**src/rtl/alu_share_arbiter_pkg.sv**
```systemverilog
// Shared definitions for the ALU sharing arbiter: ALU op codes and FSM states.
package alu_share_arbiter_pkg;

    localparam logic [2:0] ALU_ADD = 3'b000;
    localparam logic [2:0] ALU_SUB = 3'b001;
    localparam logic [2:0] ALU_AND = 3'b010;
    localparam logic [2:0] ALU_XOR = 3'b011;
    localparam logic [2:0] ALU_SLT = 3'b101;
    localparam logic [2:0] ALU_OR  = 3'b110;

    typedef enum logic [1:0] {
        IDLE = 2'd0,
        EXEC = 2'd1,
        RESP = 2'd2
    } state_t;

endpackage

```
**src/rtl/alu.sv**
```systemverilog
// Combinational ALU of the multi-cycle core; unused op codes return an alternating-bit pattern.
module alu
    import alu_share_arbiter_pkg::*;
#(
    parameter int WIDTH = 32
) (
    input  logic [WIDTH-1:0] a,
    input  logic [WIDTH-1:0] b,
    input  logic [2:0]       ALUControl,
    output logic [WIDTH-1:0] ALUResult,
    output logic             Z
);

    localparam logic [WIDTH-1:0] DEFAULT_RES = WIDTH'({((WIDTH + 1) / 2){2'b01}});

    always_comb begin
        ALUResult = DEFAULT_RES;
        case (ALUControl)
            ALU_ADD: ALUResult = a + b;
            ALU_SUB: ALUResult = a - b;
            ALU_AND: ALUResult = a & b;
            ALU_XOR: ALUResult = a ^ b;
            ALU_SLT: ALUResult = {{(WIDTH - 1){1'b0}}, ($signed(a) < $signed(b))};
            ALU_OR:  ALUResult = a | b;
            default: ALUResult = DEFAULT_RES;
        endcase
    end

    assign Z = (ALUResult == '0);

endmodule

```
**src/rtl/alu_share_arbiter_rr_grant.sv**
```systemverilog
// Round-robin picker: the first valid requester strictly after last_grant, wrapping around.
module rr_grant #(
    parameter int NUM_REQ = 3,
    parameter int ID_W    = 2
) (
    input  logic [NUM_REQ-1:0] valid,
    input  logic [ID_W-1:0]    last_grant,
    output logic [NUM_REQ-1:0] grant,
    output logic [ID_W-1:0]    grant_idx
);

    logic found;

    // Two passes: indices above last_grant first, then the wrapped-around low indices.
    always_comb begin
        grant     = '0;
        grant_idx = '0;
        found     = 1'b0;
        for (int i = 0; i < NUM_REQ; i++) begin
            if (!found && valid[i] && (ID_W'(i) > last_grant)) begin
                found     = 1'b1;
                grant[i]  = 1'b1;
                grant_idx = ID_W'(i);
            end
        end
        for (int i = 0; i < NUM_REQ; i++) begin
            if (!found && valid[i] && (ID_W'(i) <= last_grant)) begin
                found     = 1'b1;
                grant[i]  = 1'b1;
                grant_idx = ID_W'(i);
            end
        end
    end

endmodule

```
**src/rtl/alu_share_arbiter.sv**
```systemverilog
// Shares one ALU among NUM_REQ requesters with round-robin grants and a registered,
// ID-tagged response channel.
module alu_share_arbiter
    import alu_share_arbiter_pkg::*;
#(
    parameter int WIDTH   = 32,
    parameter int NUM_REQ = 3,
    parameter int ID_W    = 2
) (
    input  logic                     clk,
    input  logic                     reset,
    input  logic [NUM_REQ-1:0]       req_valid,
    output logic [NUM_REQ-1:0]       req_ready,
    input  logic [NUM_REQ*WIDTH-1:0] req_a,
    input  logic [NUM_REQ*WIDTH-1:0] req_b,
    input  logic [NUM_REQ*3-1:0]     req_op,
    output logic                     rsp_valid,
    input  logic                     rsp_ready,
    output logic [ID_W-1:0]          rsp_id,
    output logic [WIDTH-1:0]         rsp_result,
    output logic                     rsp_zero
);

    state_t             state, state_next;
    logic [ID_W-1:0]    last_grant, hold_id, grant_idx;
    logic [NUM_REQ-1:0] grant;
    logic               any_valid, grant_en, accept;
    logic [WIDTH-1:0]   hold_a, hold_b, sel_a, sel_b, alu_result;
    logic [2:0]         hold_op, sel_op;
    logic               alu_zero;

    assign any_valid = |req_valid;

    rr_grant #(
        .NUM_REQ (NUM_REQ),
        .ID_W    (ID_W)
    ) u_rr_grant (
        .valid      (req_valid),
        .last_grant (last_grant),
        .grant      (grant),
        .grant_idx  (grant_idx)
    );

    // A grant may be issued from IDLE, or from RESP in the same cycle the response is consumed.
    always_comb begin
        grant_en   = 1'b0;
        state_next = state;
        case (state)
            IDLE: begin
                grant_en = 1'b1;
                if (any_valid) state_next = EXEC;
            end
            EXEC: state_next = RESP;
            RESP: begin
                grant_en = rsp_ready;
                if (rsp_ready) state_next = any_valid ? EXEC : IDLE;
            end
            default: state_next = IDLE;
        endcase
    end

    assign accept    = grant_en & any_valid;
    assign req_ready = grant_en ? grant : '0;

    always_comb begin
        sel_a  = '0;
        sel_b  = '0;
        sel_op = '0;
        for (int i = 0; i < NUM_REQ; i++) begin
            if (grant[i]) begin
                sel_a  = req_a[i*WIDTH +: WIDTH];
                sel_b  = req_b[i*WIDTH +: WIDTH];
                sel_op = req_op[i*3 +: 3];
            end
        end
    end

    alu #(
        .WIDTH (WIDTH)
    ) u_alu (
        .a          (hold_a),
        .b          (hold_b),
        .ALUControl (hold_op),
        .ALUResult  (alu_result),
        .Z          (alu_zero)
    );

    always_ff @(posedge clk or posedge reset) begin
        if (reset) state <= IDLE;
        else       state <= state_next;
    end

    // last_grant resets to the top index so requester 0 wins the first arbitration.
    always_ff @(posedge clk or posedge reset) begin
        if (reset) begin
            last_grant <= ID_W'(NUM_REQ - 1);
            hold_a     <= '0;
            hold_b     <= '0;
            hold_op    <= '0;
            hold_id    <= '0;
            rsp_valid  <= 1'b0;
            rsp_id     <= '0;
            rsp_result <= '0;
            rsp_zero   <= 1'b0;
        end else begin
            if (accept) begin
                hold_a     <= sel_a;
                hold_b     <= sel_b;
                hold_op    <= sel_op;
                hold_id    <= grant_idx;
                last_grant <= grant_idx;
            end
            if (state == EXEC) begin
                rsp_valid  <= 1'b1;
                rsp_id     <= hold_id;
                rsp_result <= alu_result;
                rsp_zero   <= alu_zero;
            end else if (state == RESP && rsp_ready) begin
                rsp_valid  <= 1'b0;
            end
        end
    end

endmodule

```
**config.mk**
```make
export PLATFORM = sky130hd
export DESIGN_NAME = alu_share_arbiter
export DESIGN_NICKNAME = d
export VERILOG_FILES = /design/src/rtl/alu_share_arbiter_pkg.sv /design/src/rtl/alu.sv /design/src/rtl/alu_share_arbiter_rr_grant.sv /design/src/rtl/alu_share_arbiter.sv
export SDC_FILE = /design/constraint.sdc
export NUM_CORES = 1
export LEC_CHECK = 0
export CORE_UTILIZATION = 45
export DETAILED_ROUTE_END_ITERATION = 10
export PLACE_DENSITY = 0.81
export SLEW_MARGIN = 20
export SYNTH_ARGS = -nofsm -noshare
export SYNTH_HDL_FRONTEND = slang
export SYNTH_SLANG_ARGS = --single-unit
```
**constraint.sdc**
```tcl
create_clock -name clk -period 9.1 [get_ports clk]
set_input_delay 1.82 -clock clk [delete_from_list [all_inputs] [get_ports clk]]
set_output_delay 1.82 -clock clk [all_outputs]
set_load 0.05 [all_outputs]
```
==> impl_metrics.toml, run 1 <==
# implementation run metrics
[status]
outcome = "complete, no violations"

[critical_path]
worstSetupEndpointType = "output port"
critPathArrivalTime_ns = 4.56
cp.depth = 7
cpMostUsedCell = "clkdlybuf4s50_1"
slowest_stage = "clkdlybuf4s50_1"
r2r-start = "hold_a[3]"

[layout]
final_nets = 1812
signal_buffers = 257
comb_area_share_pct = 52.0
fillCellCount = 2108
seq_area_share_pct = 20.5
multi_input_comb_cells = 1022

[sta]
period_needed_ns = 6.38
rsz0062_at_grt = "no"
drv_slew = 0
whs_ns = 0.477
finalSetupViolCount = 0

[clock_network]
cts.sinks = 108
root_buffer = "clkbuf_16"
clkLatencyLatePin_ns = 0.38
cts_hold_buf = 0

[synth]
ys.flop_type = "dfrtp_1"
synth_cells = 1338
syn_area_mm2 = 0.0104
yosys.area.top_type_share_pct = 25.8
ys_seq_share_pct = 26.1

[placement]
hpwl_um = 27800
-- run 1: cells by family after synthesis --
group | synth area share, %
xor gates and xnor gates | 1.27
DFF | 26.1
adders and majority gates | 12.3
muxes | 2.74
buffers and inverters | 7.82
and+or+nand+nor | 16.9
AOI/OAI and AO/OA | 32.8
-- run 1: flip-flops by register name (all words and copies together), names as in the netlist --
signal and flops:
hold_a 32, hold_b 32, hold_id 1, hold_op 3
last_grant 2, rsp_id 2, rsp_result 32, rsp_valid 1
rsp_zero 1, state 2
-- run 1: routing by layer --
| layer | wire length [um] | vias to the layer above |
|---|---|---|
| li1 | - | 5265 |
| met1 | 16200 | 5302 |
| met3 | 3510 | 54 |
| met4 | 694 | 0 |
| met5 | 0 | - |
| met2 | 15800 | 614 |
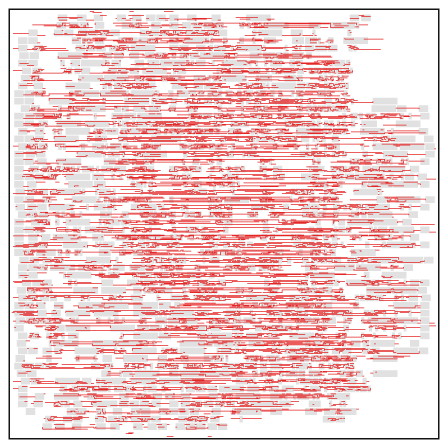
Fig. 1. The metal 1 layer (run 1).
wire length on this layer: 16,200 um
main direction: horizontal
share of all routed wire: 45%
longest straight run: 68.5 um

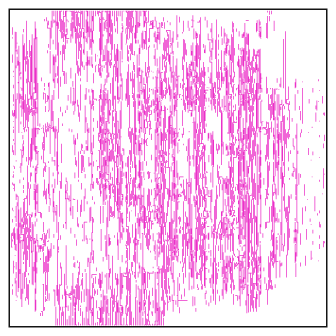
Fig. 2. Metal 2 (run 1).
longest straight run: 62.6 um
wire length on this layer: 15,800 um
main direction: vertical
share of all routed wire: 44%
nets with wire on the layer: 1,458

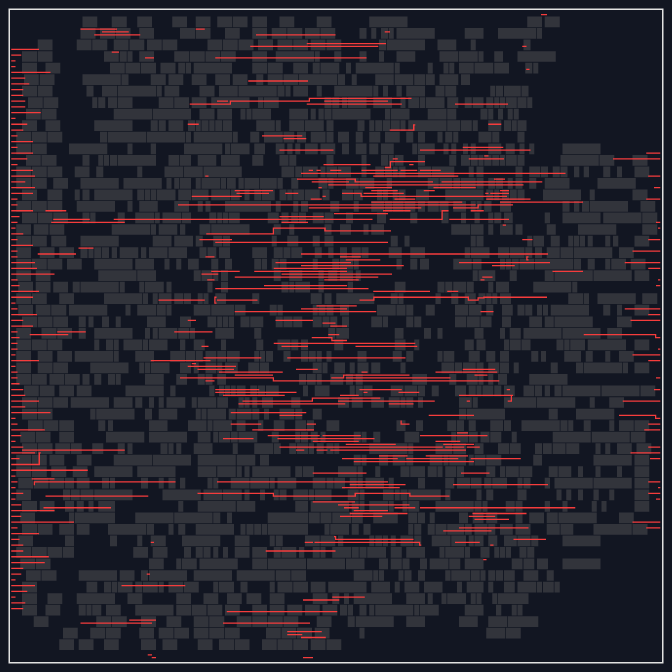
Fig. 3. M3 wires (run 1).
share of all routed wire: 9.7%
nets with wire on the layer: 292
Total Routed Length: 36,300 um
met3 Use GR: 5.64%
vias: 11,200

==> run 2: changes to the inputs <==
- PLACE_DENSITY: 0.81 -> 0.84
- clock period: 9.1 -> 5.34 ns (I/O delays scaled with it)
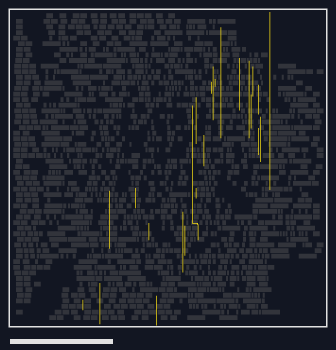
Fig. 4. M4 wires (run 2).
Scale bar: 50 um.
share of all routed wire: 1.6%
longest straight run: 86.4 um
wire length on this layer: 555 um
main direction: vertical
nets with wire on the layer: 24

==> impl_metrics.toml, run 2 <==
# implementation run metrics
[synth]
adder_share_pct = 12.3
synth_cells = 1338
mux_share_pct = 2.74
syn_area_mm2 = 0.0104
aoi_share_pct = 32.8
logic_family = "AND-OR/OR-AND gates"
yosys.area.top_type_share_pct = 25.8
simple_gate_share_pct = 16.9
ys_sh_xor_pct = 1.27
ys_seq_share_pct = 26.1

[routing]
top_layer = "met4"
vias = 11300
wl_met3_um = 3570
drt-met1-wl_um = 16000
met2_length_um = 15600

[layout]
final_nets = 1818
fillCellCount = 2104
reg_top3 = "hold_a x32, hold_b x32, rsp_result x32"

[status]
outcome = "complete, no violations"

[critical_path]
slowest_stage = "clkdlybuf4s50_1"
worstSetupEndpointType = "output port"
cpMostUsedCell = "clkdlybuf4s50_1"

[sta]
period_needed_ns = 4.43
rsz0062_at_grt = "no"
finalSetupViolCount = 0
whs_ns = 0.478
drv_slew = 0

[global_route]
met3_usage_pct = 5.44

[clock_network]
cts_hold_buf = 0
root_buffer = "clkbuf_16"

[placement]
hpwl_um = 27600
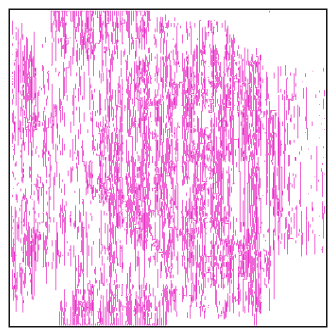
Fig. 5. Metal 2 (run 2).
nets with wire on the layer: 1,471
wire length on this layer: 15,600 um
share of all routed wire: 44%
longest straight run: 71.4 um
main direction: vertical

-- run 2: path summary, 6_finish.rpt --
check                         startpoint              to  depth (start not counted)
max                            rsp_ready    req_ready[2]                          6
min                        rsp_result[8]   rsp_result[8]                          2
max reg2reg                    hold_a[3]        rsp_zero                         12
min reg2reg                rsp_result[8]   rsp_result[8]                          2
max in group asynchronous          reset  rsp_result[13]                          3
min in group asynchronous          reset      hold_b[22]                          2
-- run 2: area by class of cell --
| type | count | area, um^2 | area share [%] |
|---|---|---|---|
| multi-input combinational | 1022 | 6860 | 51.8 |
| sequential | 108 | 2710 | 20.4 |
| timing repair buffer | 263 | 2590 | 19.6 |
| inverter | 106 | 400 | 3.03 |
| tap | 285 | 357 | 2.69 |
| clock buffer | 11 | 243 | 1.83 |
| clock inverter | 5 | 85.1 | 0.643 |
==> run 3: changes to the inputs <==
- PLACE_DENSITY: 0.84 -> 0.81
- clock period: 5.34 -> 4.47 ns (I/O delays scaled with it)
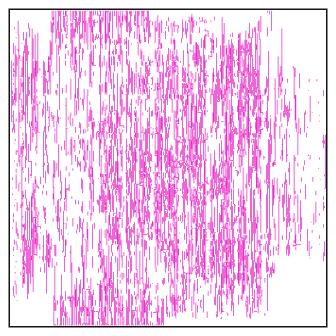
Fig. 6. Metal 2 (run 3).
nets with wire on the layer: 1,502
wire length on this layer: 15,700 um
longest straight run: 62.2 um
share of all routed wire: 43%

==> impl_metrics.toml, run 3 <==
# implementation run metrics
[layout]
clk_share_pct = 2.52
multi_input_comb_cells = 1022
fillCellCount = 2053
final_nets = 1839
comb_area_share_pct = 51.0
reg_top3 = "hold_a x32, hold_b x32, rsp_result x32"
ff_count = 108
largest_cell_class = "combinational gates"

[sta]
whs_ns = 0.478
period_needed_ns = 4.18
rsz0062_at_grt = "no"

[routing]
met2_length_um = 15700
top_layer = "met4"
vias = 11400

[critical_path]
reg2reg_depth = 12

[synth]
synth_cells = 1338
yosys.area.top_type_share_pct = 25.8
syn_area_mm2 = 0.0104

[worst_hold_path]
min_path_cells = 2

[status]
outcome = "complete, no violations"
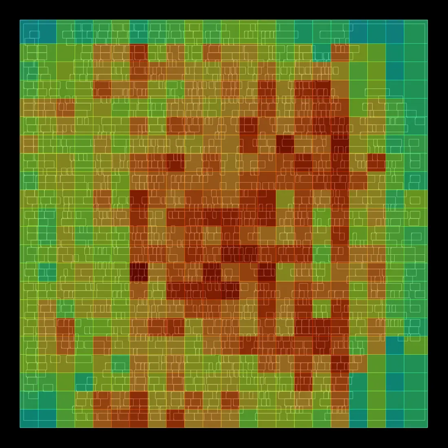
Fig. 7. Track usage over the die (run 3).
M1 GR Usage: 42.6%
met3 Use GR: 7.10%
Tot GR Track Use: 30.6%

[run 3: cell counts after synthesis]
No cell type changed its count.
[run 3: worst paths after layout]
kind / from / slack, ns / endpoint
min in group asynchronous: reset / 0.97 / hold_b[23]
setup / recovery: hold_a[3] / 0.29 / rsp_zero
setup reg to reg: hold_a[3] / 0.29 / rsp_zero
hold / removal: rsp_result[8] / 0.48 / rsp_result[8]
max in group asynchronous: reset / 2.76 / hold_id[1]
hold reg to reg: rsp_result[8] / 0.48 / rsp_result[8]
[run 3: cell families (layout without fill, tap and decap cells)]
family,after synthesis,after routing,synth area share (%)
adder cells (fa/ha/maj),101,101,12.3
AND/OR/NAND/NOR,386,386,16.9
XOR/XNOR,15,15,1.27
multiplexers,28,28,2.74
AND-OR/OR-AND,492,492,32.8
buffers and inverters,208,405,7.82
flip-flops,108,108,26.1
